File: config.mk
export PLATFORM = sky130hd
export DESIGN_NAME = sfu_lut_loader
export DESIGN_NICKNAME = d
export VERILOG_FILES = /design/src/rtl/sfu_lut_loader_pkg.sv /design/src/rtl/sfu_lut_loader.sv
export SDC_FILE = /design/constraint.sdc
export NUM_CORES = 1
export LEC_CHECK = 0
export ABC_AREA = 0
export CAP_MARGIN = 20
export CELL_PAD_IN_SITES_DETAIL_PLACEMENT = 1
export CELL_PAD_IN_SITES_GLOBAL_PLACEMENT = 1
export CORE_AREA = 2 2 68 102
export CTS_BUF_LIST = sky130_fd_sc_hd__clkbuf_8
export DETAILED_ROUTE_END_ITERATION = 16
export DIE_AREA = 0 0 70 104
export PLACE_DENSITY_LB_ADDON = 0.2
export SLEW_MARGIN = 10
export SYNTH_ARGS = -nofsm -noshare
export SYNTH_HDL_FRONTEND = slang
export SYNTH_SLANG_ARGS = --single-unit
File: constraint.sdc
create_clock -name clk -period 2.3 [get_ports clk]
set_input_delay 0.575 -clock clk [delete_from_list [all_inputs] [get_ports clk]]
set_output_delay 0.575 -clock clk [all_outputs]
set_load 0.02 [all_outputs]
File: src/rtl/sfu_lut_loader_pkg.sv
// Shared types and default geometry for the SFU LUT loader.
// Optional checksum logic in the top is enabled by SFU_LUT_LOADER_CHECKSUM_EN.
package sfu_lut_loader_pkg;

    localparam int unsigned LutDepthDefault = 4096;
    localparam int unsigned AddrWDefault    = 12;
    localparam int unsigned DataWDefault    = 16;

    typedef enum logic [1:0] {
        StIdle,
        StLoad,
        StSettle,
        StKick
    } lut_state_e;

endpackage

File: src/rtl/sfu_lut_loader.sv
// Streams LUT_DEPTH words into the SFU LUT, waits SETTLE_CYCLES, then kicks the config register.
// Define SFU_LUT_LOADER_CHECKSUM_EN to add a running checksum compared against expected_sum.
module sfu_lut_loader
    import sfu_lut_loader_pkg::*;
#(
    parameter int unsigned LUT_DEPTH     = LutDepthDefault,
    parameter int unsigned ADDR_W        = AddrWDefault,
    parameter int unsigned DATA_W        = DataWDefault,
    parameter int unsigned SETTLE_CYCLES = 8
) (
    input  logic              clk,
    input  logic              rst,
    input  logic              start,
    input  logic              in_valid,
    input  logic [DATA_W-1:0] in_data,
    output logic              in_ready,
    output logic              write_lut,
    output logic [ADDR_W-1:0] write_lut_addr,
    output logic [DATA_W-1:0] write_lut_data,
    output logic              dma_cfg_en,
    output logic              cfg_wr_en,
    output logic              busy,
    output logic              done,
    input  logic [DATA_W-1:0] expected_sum,
    output logic              sum_err
);

    localparam int unsigned       SetW       = $clog2(SETTLE_CYCLES + 1);
    localparam logic [ADDR_W-1:0] LastAddr   = ADDR_W'(LUT_DEPTH - 1);
    localparam logic [SetW-1:0]   SettleLoad = SetW'(SETTLE_CYCLES - 1);

    lut_state_e        state_q, state_d;
    logic [ADDR_W-1:0] cnt_q, cnt_d;
    logic [SetW-1:0]   settle_q, settle_d;
    logic              beat;

    logic              wr_q;
    logic [ADDR_W-1:0] wr_addr_q;
    logic [DATA_W-1:0] wr_data_q;
    logic              kick_q;

    assign beat = (state_q == StLoad) && in_valid;

    always_comb begin
        state_d  = state_q;
        cnt_d    = cnt_q;
        settle_d = settle_q;
        unique case (state_q)
            StIdle: begin
                if (start) begin
                    state_d = StLoad;
                    cnt_d   = '0;
                end
            end
            StLoad: begin
                if (beat) begin
                    // Counter parks on the last address instead of wrapping.
                    if (cnt_q == LastAddr) begin
                        state_d  = StSettle;
                        settle_d = SettleLoad;
                    end else begin
                        cnt_d = cnt_q + ADDR_W'(1);
                    end
                end
            end
            StSettle: begin
                if (settle_q == '0) begin
                    state_d = StKick;
                end else begin
                    settle_d = settle_q - SetW'(1);
                end
            end
            StKick: begin
                state_d = StIdle;
            end
            default: begin
                state_d = StIdle;
            end
        endcase
    end

    always_ff @(posedge clk or posedge rst) begin
        if (rst) begin
            state_q  <= StIdle;
            cnt_q    <= '0;
            settle_q <= '0;
        end else begin
            state_q  <= state_d;
            cnt_q    <= cnt_d;
            settle_q <= settle_d;
        end
    end

    // Write port is registered; address/data hold between strobes.
    always_ff @(posedge clk or posedge rst) begin
        if (rst) begin
            wr_q      <= 1'b0;
            wr_addr_q <= '0;
            wr_data_q <= '0;
            kick_q    <= 1'b0;
        end else begin
            wr_q   <= beat;
            kick_q <= (state_q == StKick);
            if (beat) begin
                wr_addr_q <= cnt_q;
                wr_data_q <= in_data;
            end
        end
    end

    assign in_ready       = (state_q == StLoad);
    assign dma_cfg_en     = (state_q == StLoad) || (state_q == StSettle);
    assign busy           = (state_q != StIdle);
    assign write_lut      = wr_q;
    assign write_lut_addr = wr_addr_q;
    assign write_lut_data = wr_data_q;
    assign cfg_wr_en      = kick_q;
    assign done           = kick_q;

`ifdef SFU_LUT_LOADER_CHECKSUM_EN
    logic [DATA_W-1:0] sum_q;
    logic              sum_err_q;

    always_ff @(posedge clk or posedge rst) begin
        if (rst) begin
            sum_q     <= '0;
            sum_err_q <= 1'b0;
        end else begin
            if ((state_q == StIdle) && start) begin
                sum_q     <= '0;
                sum_err_q <= 1'b0;
            end else if (beat) begin
                sum_q <= sum_q + in_data;
            end
            if (state_q == StKick) begin
                sum_err_q <= (sum_q != expected_sum);
            end
        end
    end

    assign sum_err = sum_err_q;
`else
    logic unused_expected_sum;
    assign unused_expected_sum = ^expected_sum;
    assign sum_err             = 1'b0;
`endif

endmodule

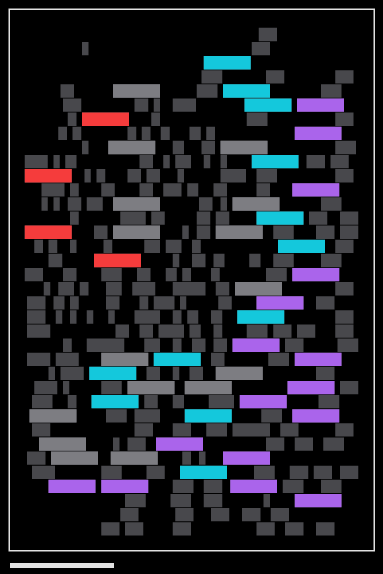
*Register map, names as in the netlist*
The bar under the picture is 20 um long. Other sequential cells in the stronger gray, the rest of the logic in the fainter gray.
legend:
  cyan:
    name_in_the_netlist: `write_lut_addr`
    placed_flops: 12
  purple:
    name_in_the_netlist: `write_lut_data`
    placed_flops: 16
  red:
    name_in_the_netlist: `settle_q`
    placed_flops: 4
not colored: 16
sequential cell area: 1200 um2
fraction of area in registers: 39.5%
final core area utilization: 47.5%
P_seq: 1.25 mW

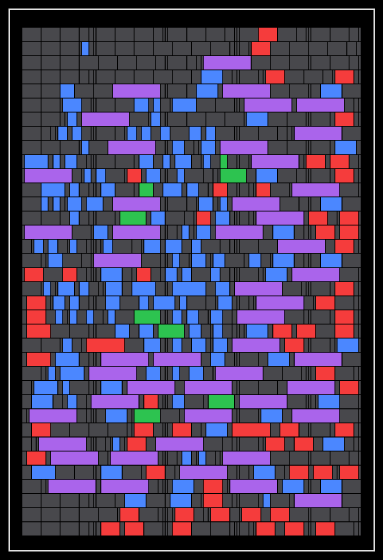
*Placement by cell class*
Fill, decap, tap and diode cells in gray.
legend:
  red:
    class: remaining buffers and delay cells
    cells: 62
  green:
    class: clock drivers and dummy loads
    cells: 8
  blue:
    class: remaining logic cells
    cells: 136
  purple:
    class: registers
    cells: 48
row count: 36
Floorplan Core Area: 6400 um2
post-route design area: 3040 um2

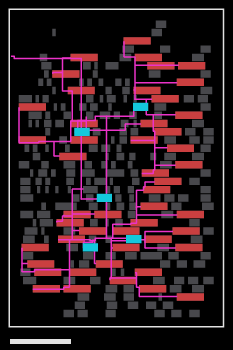
*Routed clock nets over the placement*
The bar under the picture is 20 um long.
legend:
  red:
    item: flip-flops
    count: 48
  magenta:
    item: clock wires
    length: 623 um
  cyan:
    item: clock-net drivers
    count: 5
routed clock nets: 6
Clock Latency Late Sink: 300 ps
power in the clock group: 0.519 mW
Final Skew: 3.42 ps
Clk network pwr share: 15.2%

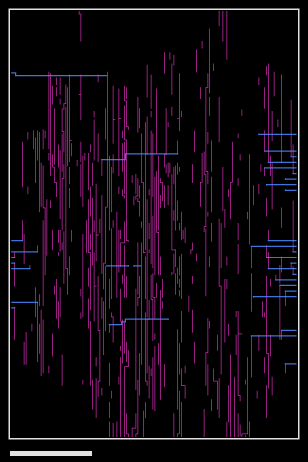
*Routed metal, one color a layer*
The bar under the picture is 20 um long. Two of the layers only.
legend:
  magenta:
    layer: M2
    wire_length: 2930 um
  blue:
    layer: M3
    wire_length: 204 um
DR vias: 1747
per-cell routed wire length: 15.8 um
total track usage: 15.1%
Detailed Route WL: 5210 um

==> flow_metrics.env <==
# flow metrics
export IMPL_min_path_cells=2
export IMPL_syn_area_per_cell_um2=11.7
export IMPL_worstPathBufferInverterCount=2
export IMPL_gp_congestion=0.804
export IMPL_ys_flops=48
export IMPL_ys_cells=196
export IMPL_dpl_cell_area_um2=2940
export IMPL_die_x_um=70
export IMPL_required_ps=1730
export IMPL_max_freq_ghz=0.454
export IMPL_rr_startpoint="cnt_q[0]"
export IMPL_crit_end="in_ready"
export IMPL_status="completed"
export IMPL_slowest_delay_ps=620
export IMPL_wl_met1_um=1990
export IMPL_grt_met2_usage_pct=28.5
export IMPL_ctsResizeCount=0
export IMPL_logic_family="AND-OR/OR-AND gates"
export IMPL_path_class="reg -> out"
export IMPL_maxCapViolCount=0
export IMPL_adder_share_pct=3.28
export IMPL_diodes=0
export IMPL_cts_root_buf="clkbuf_8"
export IMPL_cts_num_sinks=48
export IMPL_grt_busiest_layer="met2"
export IMPL_relSlewSlack_pct=56.0
export IMPL_fin_ws_ps=97.8
export IMPL_cts_buffer_depth=2
export IMPL_yosys_area_um2=2290
## synthesized netlist by cell type, types with 3 or more instances
cell	n	area share, %
nand2_1	8	1.3
mux2_1	14	6.9
o21ai_1	7	1.5
and3_1	5	1.4
mux2_2	14	6.9
a21oi_1	3	0.65
a31oi_1	4	1.1
ha_1	6	3.3
buf_4	3	0.98
nor3_1	4	0.87
nand3_1	10	2.2
o31ai_1	18	5.9
dfrtp_1	48	52
nor2_1	6	0.98
inv_1	11	1.8
buf_2	6	1.3
o41ai_1	3	1.1
## layout make-up
type                            count  area [um2]  area share (%)
Sequential cell                    48        1200            39.5
Multi-Input combinational cell    125         978            32.2
Timing Repair Buffer               62         628            20.7
Tap cell                           76        95.1            3.13
Clock buffer                        6        82.6            2.72
Inverter                           11        41.3            1.36
Clock inverter                      2        11.3           0.371
No activity file was given, so power comes from the tool's default toggle rates.
